`config.mk`:
```
export PLATFORM = sky130hd
export DESIGN_NAME = des_req_arbiter
export DESIGN_NICKNAME = d
export VERILOG_FILES = /design/src/rtl/des_req_arbiter.sv
export SDC_FILE = /design/constraint.sdc
export NUM_CORES = 1
export LEC_CHECK = 0
export CAP_MARGIN = 20
export CORE_AREA = 2 2 232 234
export DETAILED_ROUTE_END_ITERATION = 12
export DIE_AREA = 0 0 234 236
export GPL_TIMING_DRIVEN = 0
export SYNTH_ARGS = -nofsm -noshare
export SYNTH_HDL_FRONTEND = slang
export SYNTH_SLANG_ARGS = --single-unit
```
`constraint.sdc`:
```
create_clock -name clk -period 1.69 [get_ports clk]
set_clock_uncertainty 0.05 [all_clocks]
set_input_delay 0.169 -clock clk [delete_from_list [all_inputs] [get_ports clk]]
set_output_delay 0.169 -clock clk [all_outputs]
set_load 0.03 [all_outputs]
```
`src/rtl/des_req_arbiter.sv`:
```
// des_req_arbiter: round-robin front end sharing one des_core between two
// host requesters. An accepted request is latched, the core gets a single
// encipher/decipher strobe, the ready handshake is tracked and the 64-bit
// result is returned on the granted port. A watchdog aborts a stalled core.
//
// Ports:
//   clk, rst_n                  clock, asynchronous active-low reset
//   reqN_valid/mode/data/key    request N (mode 0=encrypt, 1=decrypt)
//   reqN_ready                  accept pulse, inputs sampled in that cycle
//   rspN_valid/err/data         result pulse N, err=1 on watchdog abort
//   des_encipher_en/decipher_en core strobes
//   des_data, des_key_in        latched core operands
//   desc_result, desc_ready     core result and idle/result-valid flag
//   busy                        arbiter not idle
//
// Optional feature: define DES_ARB_CBC_EN to add reqN_iv_load/reqN_iv and a
// per-port CBC chain register. Without it the block is pure ECB.
module des_req_arbiter #(
    parameter int unsigned TIMEOUT_CYCLES = 255,
    parameter int unsigned TCNT_W         = 8,
    localparam int unsigned BLK_W         = 64
) (
    input  logic             clk,
    input  logic             rst_n,
    input  logic             req0_valid,
    input  logic             req0_mode,
    input  logic [BLK_W-1:0] req0_data,
    input  logic [BLK_W-1:0] req0_key,
`ifdef DES_ARB_CBC_EN
    input  logic             req0_iv_load,
    input  logic [BLK_W-1:0] req0_iv,
`endif
    output logic             req0_ready,
    input  logic             req1_valid,
    input  logic             req1_mode,
    input  logic [BLK_W-1:0] req1_data,
    input  logic [BLK_W-1:0] req1_key,
`ifdef DES_ARB_CBC_EN
    input  logic             req1_iv_load,
    input  logic [BLK_W-1:0] req1_iv,
`endif
    output logic             req1_ready,
    output logic             rsp0_valid,
    output logic             rsp0_err,
    output logic [BLK_W-1:0] rsp0_data,
    output logic             rsp1_valid,
    output logic             rsp1_err,
    output logic [BLK_W-1:0] rsp1_data,
    output logic             des_encipher_en,
    output logic             des_decipher_en,
    output logic [BLK_W-1:0] des_data,
    output logic [BLK_W-1:0] des_key_in,
    input  logic [BLK_W-1:0] desc_result,
    input  logic             desc_ready,
    output logic             busy
);

    typedef enum logic [2:0] {
        S_IDLE,
        S_START,
        S_WAIT_LOW,
        S_WAIT_HIGH,
        S_RESP
    } state_t;

    // Watchdog value in the last cycle before the abort fires.
    localparam logic [TCNT_W-1:0] WD_LAST = TCNT_W'(TIMEOUT_CYCLES - 1);

    state_t                  state_q, state_d;
    logic                    run_q;
    logic                    last_grant_q, last_grant_d;
    logic                    grant_q, grant_d;
    logic                    mode_q, mode_d;
    logic [BLK_W-1:0]        data_q, data_d;
    logic [BLK_W-1:0]        key_q, key_d;
    logic                    enc_q, enc_d;
    logic                    dec_q, dec_d;
    logic                    busy_q, busy_d;
    logic [TCNT_W-1:0]       wd_q, wd_d;
    logic [1:0]              rsp_valid_q, rsp_valid_d;
    logic [1:0]              rsp_err_q, rsp_err_d;
    logic [1:0][BLK_W-1:0]   rsp_data_q, rsp_data_d;
`ifdef DES_ARB_CBC_EN
    logic [1:0][BLK_W-1:0]   chain_q, chain_d;
    logic                    sel_iv_load_c;
    logic [BLK_W-1:0]        sel_iv_c;
    logic [BLK_W-1:0]        eff_chain_c;
`endif

    logic                    accept_c;
    logic                    pick_c;
    logic                    sel_mode_c;
    logic [BLK_W-1:0]        sel_data_c;
    logic [BLK_W-1:0]        sel_key_c;
    logic                    abort_c;

    // Request selection: sole valid port wins, a tie goes to the port that
    // was not served last. run_q keeps ready low while reset is asserted.
    always_comb begin
        pick_c     = (req0_valid && req1_valid) ? ~last_grant_q : req1_valid;
        accept_c   = run_q && (state_q == S_IDLE) && desc_ready
                     && (req0_valid || req1_valid);
        sel_mode_c = pick_c ? req1_mode : req0_mode;
        sel_data_c = pick_c ? req1_data : req0_data;
        sel_key_c  = pick_c ? req1_key  : req0_key;
`ifdef DES_ARB_CBC_EN
        sel_iv_load_c = pick_c ? req1_iv_load : req0_iv_load;
        sel_iv_c      = pick_c ? req1_iv      : req0_iv;
        eff_chain_c   = sel_iv_load_c ? sel_iv_c : chain_q[pick_c];
`endif
    end

    assign req0_ready = accept_c && !pick_c;
    assign req1_ready = accept_c &&  pick_c;

    // Next-state and registered-output logic.
    always_comb begin
        state_d      = state_q;
        last_grant_d = last_grant_q;
        grant_d      = grant_q;
        mode_d       = mode_q;
        data_d       = data_q;
        key_d        = key_q;
        enc_d        = 1'b0;
        dec_d        = 1'b0;
        wd_d         = wd_q;
        rsp_valid_d  = 2'b00;
        rsp_err_d    = 2'b00;
        rsp_data_d   = rsp_data_q;
        abort_c      = 1'b0;
`ifdef DES_ARB_CBC_EN
        chain_d      = chain_q;
`endif

        case (state_q)
            S_IDLE: begin
                if (accept_c) begin
                    grant_d = pick_c;
                    mode_d  = sel_mode_c;
                    key_d   = sel_key_c;
`ifdef DES_ARB_CBC_EN
                    chain_d[pick_c] = eff_chain_c;
                    data_d = sel_mode_c ? sel_data_c : (sel_data_c ^ eff_chain_c);
`else
                    data_d = sel_data_c;
`endif
                    enc_d   = ~sel_mode_c;
                    dec_d   = sel_mode_c;
                    state_d = S_START;
                end
            end
            S_START: begin
                wd_d    = '0;
                state_d = S_WAIT_LOW;
            end
            S_WAIT_LOW: begin
                wd_d = wd_q + TCNT_W'(1);
                // Core progress wins over a watchdog expiring in the same cycle.
                if (!desc_ready) begin
                    state_d = S_WAIT_HIGH;
                end else if (wd_q == WD_LAST) begin
                    abort_c = 1'b1;
                end
            end
            S_WAIT_HIGH: begin
                wd_d = wd_q + TCNT_W'(1);
                if (desc_ready) begin
                    rsp_valid_d[grant_q] = 1'b1;
`ifdef DES_ARB_CBC_EN
                    if (mode_q) begin
                        rsp_data_d[grant_q] = desc_result ^ chain_q[grant_q];
                        chain_d[grant_q]    = data_q;
                    end else begin
                        rsp_data_d[grant_q] = desc_result;
                        chain_d[grant_q]    = desc_result;
                    end
`else
                    rsp_data_d[grant_q] = desc_result;
`endif
                    state_d = S_RESP;
                end else if (wd_q == WD_LAST) begin
                    abort_c = 1'b1;
                end
            end
            S_RESP: begin
                last_grant_d = grant_q;
                state_d      = S_IDLE;
            end
            default: begin
                state_d = S_IDLE;
            end
        endcase

        // Watchdog abort: error response, zero data, chain untouched.
        if (abort_c) begin
            rsp_valid_d[grant_q] = 1'b1;
            rsp_err_d[grant_q]   = 1'b1;
            rsp_data_d[grant_q]  = '0;
            last_grant_d         = grant_q;
            state_d              = S_IDLE;
        end

        busy_d = (state_d != S_IDLE);
    end

    // State and output registers.
    always_ff @(posedge clk or negedge rst_n) begin
        if (!rst_n) begin
            state_q      <= S_IDLE;
            run_q        <= 1'b0;
            last_grant_q <= 1'b1;
            grant_q      <= 1'b0;
            mode_q       <= 1'b0;
            data_q       <= '0;
            key_q        <= '0;
            enc_q        <= 1'b0;
            dec_q        <= 1'b0;
            busy_q       <= 1'b0;
            wd_q         <= '0;
            rsp_valid_q  <= 2'b00;
            rsp_err_q    <= 2'b00;
            rsp_data_q   <= '0;
`ifdef DES_ARB_CBC_EN
            chain_q      <= '0;
`endif
        end else begin
            state_q      <= state_d;
            run_q        <= 1'b1;
            last_grant_q <= last_grant_d;
            grant_q      <= grant_d;
            mode_q       <= mode_d;
            data_q       <= data_d;
            key_q        <= key_d;
            enc_q        <= enc_d;
            dec_q        <= dec_d;
            busy_q       <= busy_d;
            wd_q         <= wd_d;
            rsp_valid_q  <= rsp_valid_d;
            rsp_err_q    <= rsp_err_d;
            rsp_data_q   <= rsp_data_d;
`ifdef DES_ARB_CBC_EN
            chain_q      <= chain_d;
`endif
        end
    end

    assign des_encipher_en = enc_q;
    assign des_decipher_en = dec_q;
    assign des_data        = data_q;
    assign des_key_in      = key_q;
    assign busy            = busy_q;
    assign rsp0_valid      = rsp_valid_q[0];
    assign rsp1_valid      = rsp_valid_q[1];
    assign rsp0_err        = rsp_err_q[0];
    assign rsp1_err        = rsp_err_q[1];
    assign rsp0_data       = rsp_data_q[0];
    assign rsp1_data       = rsp_data_q[1];

endmodule

```
==> run_1/density.png <==
23 x 24 tiles, from white (low) to dark blue (high), 0 to 100% covered.
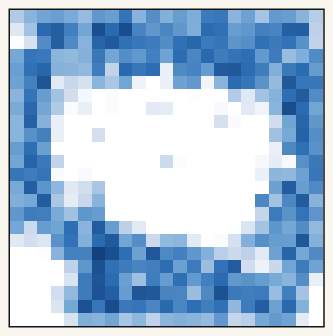
densest ninth of the die: top right
nearly empty tiles: 28%
fullest tile: 93%

==> run_1/final_placement.png <==
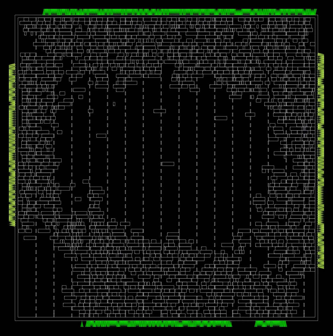
Seq area share: 0.3139
tap cells: 696
Core Area: 0.05307 sq mm

==> run_1/met3.png <==
Bar = 50 um.
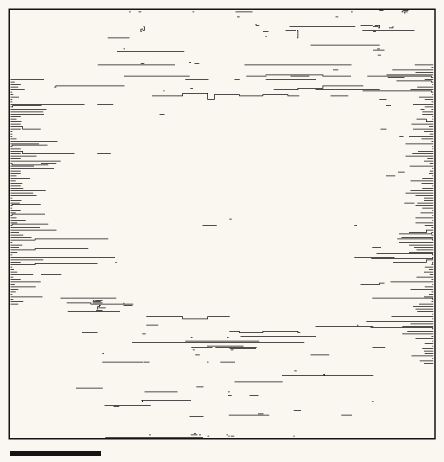
main direction: horizontal
longest straight run: 94.8 um
wire length on this layer: 3740 um
nets with wire on the layer: 290
share of all routed wire: 7.0%

==> run_1/cell_classes.png <==
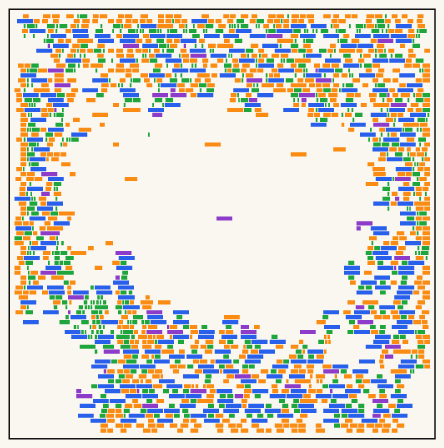
[green] all other logic | cells: 596
[blue] flip-flops | cells: 277
[purple] clock drivers and dummy loads | cells: 62
[orange] other buffers and delay cells | cells: 754

==> qor.csv, run 1 <==
metric;value;unit
status;complete, but fails checks;
violations;setup timing;
cts_sinks;277;
use_met3;0.04630;
critPathMaxFanout;6;
cts_max_path_buffers;3;
dp_hpwl;37260;um
cp.required;2070;ps
gp_congestion;0.8592;
maxCapViolCount;0;
syn-instance-count;958;
maxSlewViolCount;0;
drcViolationCount;0;
fp-row-count;85;
ff_type;dfrtp_1;
dp_cells;2247;
busiest_layer;met2;
synth_warnings;0;
layout.cells.most_common_list;clkdlybuf4s50_1 (325), dfrtp_1 (273), nand2_1 (264);
syn2layout_area_growth;99.45;%
seq_area;0.006937;sq mm
die_y;236;um
syn-num-nets;1287;
ys_seq_frac;0.6258;
p_per_area;1830;mW/mm^2
layout_setup_ws;-331.9;ps
worstSetupStartpointType;register;
async_reset_ff_frac;1.000;
setup-violations-final;266;
io_pins;592;
use_met1;0.2043;
grt_max_degree;110;
==> run 1: metrics by stage <==
| stage | area [sq um] | power [mW] |
|---|---|---|
| 6_report | 22090 | 40.43 |
| 2_1_floorplan | 11080 | 21.76 |
| 3_5_place_dp | 17930 | 31.12 |
| 4_1_cts | 19320 | 38.98 |
| 3_3_place_gp | 17870 | 30.91 |
| 5_1_grt | 22090 | 42.22 |
==> run 1: cell type report <==
cell class | instances | share of cell area
timing repair buffer | 670 | 0.3492
sequential | 277 | 0.3139
multi-input combinational | 589 | 0.2018
clock buffer | 51 | 0.04649
buffer | 84 | 0.04281
tap | 696 | 0.03941
clock inverter | 11 | 0.004983
inverter | 7 | 0.001189
antenna | 1 | 0.0001133
==> run 1: logic make-up (layout without fill, tap and decap cells) <==
logic type	Yosys count	after routing	share of synthesized area
muxes	1	1	0.001016
buffers and inverters	93	823	0.04224
and+or+nand+nor	299	299	0.1099
other	1	2	0.0003385
xor gates and xnor gates	1	1	0.0007907
DFF	277	277	0.6258
AOI/OAI and AO/OA	284	285	0.2176
adders and majority gates	2	2	0.002259
==> run 1: timing repair <==
action,in CTS,in global routing
gates resized,78,608
cloned,0,28
pin swaps,3,194
hold buffers,1,0
endpoints found under the hold margin,72,0
buffers inserted,9,40
endpoints found under the setup margin,527,524
==> run 1: path summary, 6_finish.rpt <==
check / start / to
max in group asynchronous: rst_n / des_key_in[5]
worst min-delay path: req1_data[8] / des_data[8]
worst max-delay path: wd_q[0] / register
worst min register to register: register / register
min in group asynchronous: rst_n / asynchronous set/reset pin
worst max register to register: wd_q[0] / register
==> run 1: Yosys cell counts (2+ instances only) <==
master	instances	area (sq um)
nor3_1	2	10.01
o21ai_0	11	55.05
buf_1	4	15.01
nor2_1	10	37.54
buf_2	50	250.2
and4_1	2	17.52
a32o_1	127	1271
clkbuf_1	24	90.09
a21oi_1	4	20.02
buf_6	7	78.83
nand4_1	2	12.51
o21ai_1	2	10.01
a22oi_1	128	960.9
nand3_1	4	20.02
dfrtp_1	276	6907
a32oi_1	2	17.52
a21o_1	2	15.01
ha_1	2	25.02
nand2b_1	2	12.51
a31oi_1	2	12.51
nand2_1	264	991.0
and2_1	4	25.02
inv_1	7	26.28
==> run 1: worst max-delay path: stages, from the launching register on <==
cell and delay [ps]:
dfrtp_1 410, inv_2 100, ha_4 150, nand3_4 80, nor3_4 320, o21ai_4 130
buf_8 140, buf_12 140, clkbuf_16 160, a32o_1 210
==> run 1: layer usage <==
| metal | share of wire | vias to the layer above |
|---|---|---|
| met2 | 0.50 | 413 |
| li1 | - | 4996 |
| met1 | 0.41 | 5712 |
| met3 | 0.070 | 91 |
| met4 | 0.024 | 8 |
| met5 | 0.00079 | - |
==> run 1: where the power goes <==
part	internal (mW)	leakage (nW)	switching (mW)
logic	9.47	8.36	11.7
registers	9.74	3.50	2.12
clock network	4.40	0.550	3.04
total	23.6	12.4	16.8
==> run_1/registers.png <==
Bar = 50 um. Other sequential cells in the stronger gray, the rest of the logic in the fainter gray.
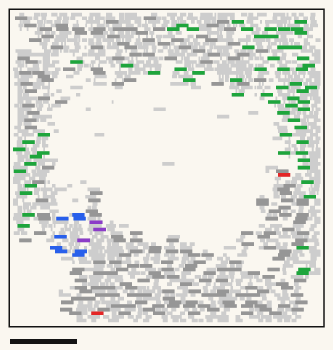

--- run 2 (diff from run 1) ---
--- a/config.mk
+++ b/config.mk
@@ -7,9 +7,12 @@
 export LEC_CHECK = 0
 export CAP_MARGIN = 20
 export CORE_AREA = 2 2 232 234
+export CTS_CLUSTER_SIZE = 14
 export DETAILED_ROUTE_END_ITERATION = 12
 export DIE_AREA = 0 0 234 236
 export GPL_TIMING_DRIVEN = 0
+export SKIP_LAST_GASP = 1
+export SLEW_MARGIN = 20
 export SYNTH_ARGS = -nofsm -noshare
 export SYNTH_HDL_FRONTEND = slang
 export SYNTH_SLANG_ARGS = --single-unit
==> run_2/registers.png <==
Bar = 50 um. Other sequential cells in the stronger gray, the rest of the logic in the fainter gray.
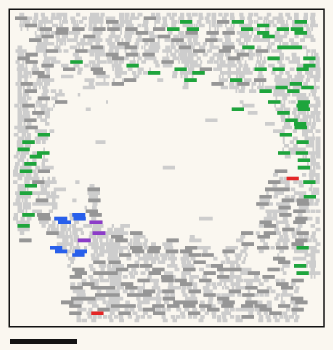
[red] rsp_valid_q | flops: 2
[green] des_data | flops: 64
[blue] wd_q | flops: 8
[purple] state_q | flops: 3
not colored: 200

==> qor.csv, run 2 <==
metric;value;unit;change
dp_cells;2247;;unchanged
startpoint;state_q[2];;
top_area_frac;0.6234;;unchanged
coreArea;0.05307;sq mm;unchanged
grt_max_degree;96;;-13%
p_int;22.30;mW;-5.5%
syn-instance-count;958;;unchanged
layout.cells.most_common_list;clkdlybuf4s50_1 (325), dfrtp_1 (270), nand2_1 (264);;
cp.required;1470;ps;-600 ps
ys_seq_frac;0.6258;;unchanged
yosys-top-cells-count;dfrtp_1 (276), nand2_1 (264), a22oi_1 (128);;
fp-row-count;85;;unchanged
path_cells;and2b_2 -> and4_4 -> clkbuf_16 -> buf_8;;
p_switching;16.80;mW;-0.12%
power.share.clock;0.191;;+0.007
dp_hpwl;37230;um;about the same
layout_setup_ws;-291.9;ps;+40.04 ps
top_cell;dfrtp_1;;
cts_max_path_buffers;3;;unchanged
setup-violations-final;259;;-2.6%
maxSlewViolCount;0;;unchanged
switching_share;0.4297;;+0.01360
gp_congestion;0.8592;;unchanged
seq_area;0.006940;sq mm;about the same
critPathMaxFanout;6;;unchanged
synth.area.top_cells;dfrtp_1 (62%), a32o_1 (11%), nand2_1 (8.9%);;
status;complete, but fails checks;;
r2r-end;des_data[52];;
p_comb_frac;0.505;;-0.018
path_buffers;2;;-2
violations;setup timing;;
cp_top_family;simple AND/OR/NAND/NOR gates;;
slowest_stage;dfrtp_2;;
-- run 2: tightest hold or removal path: cells and delay by family --
| kind | cells | cell delay, ps |
|---|---|---|
| and+or+nand+nor | 2 | 90 |
| buffers and inverters | 1 | 390 |
-- run 2: cell type report --
type	instances	share of cell area
timing repair buffer	671	0.3243
tap	696	0.04078
clock buffer	45	0.04517
buffer	84	0.04863
multi-input combinational	588	0.2070
antenna	4	0.0004687
clock inverter	13	0.007441
sequential	277	0.3250
inverter	7	0.001230
-- run 2: power by group through the flow --
stage	registers (mW)	logic, mW	clock network (mW)
after floorplan	17.4	4.41	0
after global placement	11.7	19.2	0
after detailed placement	11.8	19.4	0
after CTS	11.7	18.7	7.66
after global routing	12.2	20.7	7.94
final	11.9	19.7	7.49
-- run 2: what timing repair did --
action / in CTS / in global routing
endpoints found under the hold margin: 93 / 0
pin swaps: 13 / 226
setup endpoints to repair: 527 / 271
buffers inserted: 27 / 24
gates cloned: 18 / 14
resized: 521 / 158
hold buffers: 1 / 0
-- run 2: logic make-up after synthesis --
logic type      synth area share
xor+xnor               0.0007907
compound gates            0.2176
simple gates              0.1099
buf+inv                  0.04224
fa+ha+maj               0.002259
flops                     0.6258
other cells            0.0003385
mux                     0.001016
-- run 2: stage by stage --
stage	cell area (sq um)	setup TNS (ps)	hold WS (ps)	utilization
floorplan	11080	0	-176.6	-
global placement	17870	-3520220	424.8	0.3367
detailed placement	17930	-194650	216.7	0.3378
CTS	20320	-48930	69.81	0.3829
global route	21350	-60260	86.19	0.4023
finish	21350	-42790	101.4	0.4024
-- run 2: routing by layer --
metal	up-vias	wire length [um]	GRT usage	share of wire
met5	-	46	0	0.00087
met4	8	1387	0.05562	0.026
met3	83	3391	0.04328	0.064
met2	415	26310	0.2964	0.50
met1	5781	21980	0.2236	0.41
li1	4989	-	-	-
-- run 2: worst max path at each step --
stage / end / slack [ps] / cells past startpoint
6_report: req1_ready / -290 / 4
5_1_grt: req1_ready / -360 / 4
4_1_cts: req0_ready / -390 / 5
3_5_place_dp: des_data[54] / -1070 / 7
3_3_place_gp: des_key_in[20] / -12110 / 1
2_1_floorplan: register / 10 / 8
Power and IR drop assume default switching activity.
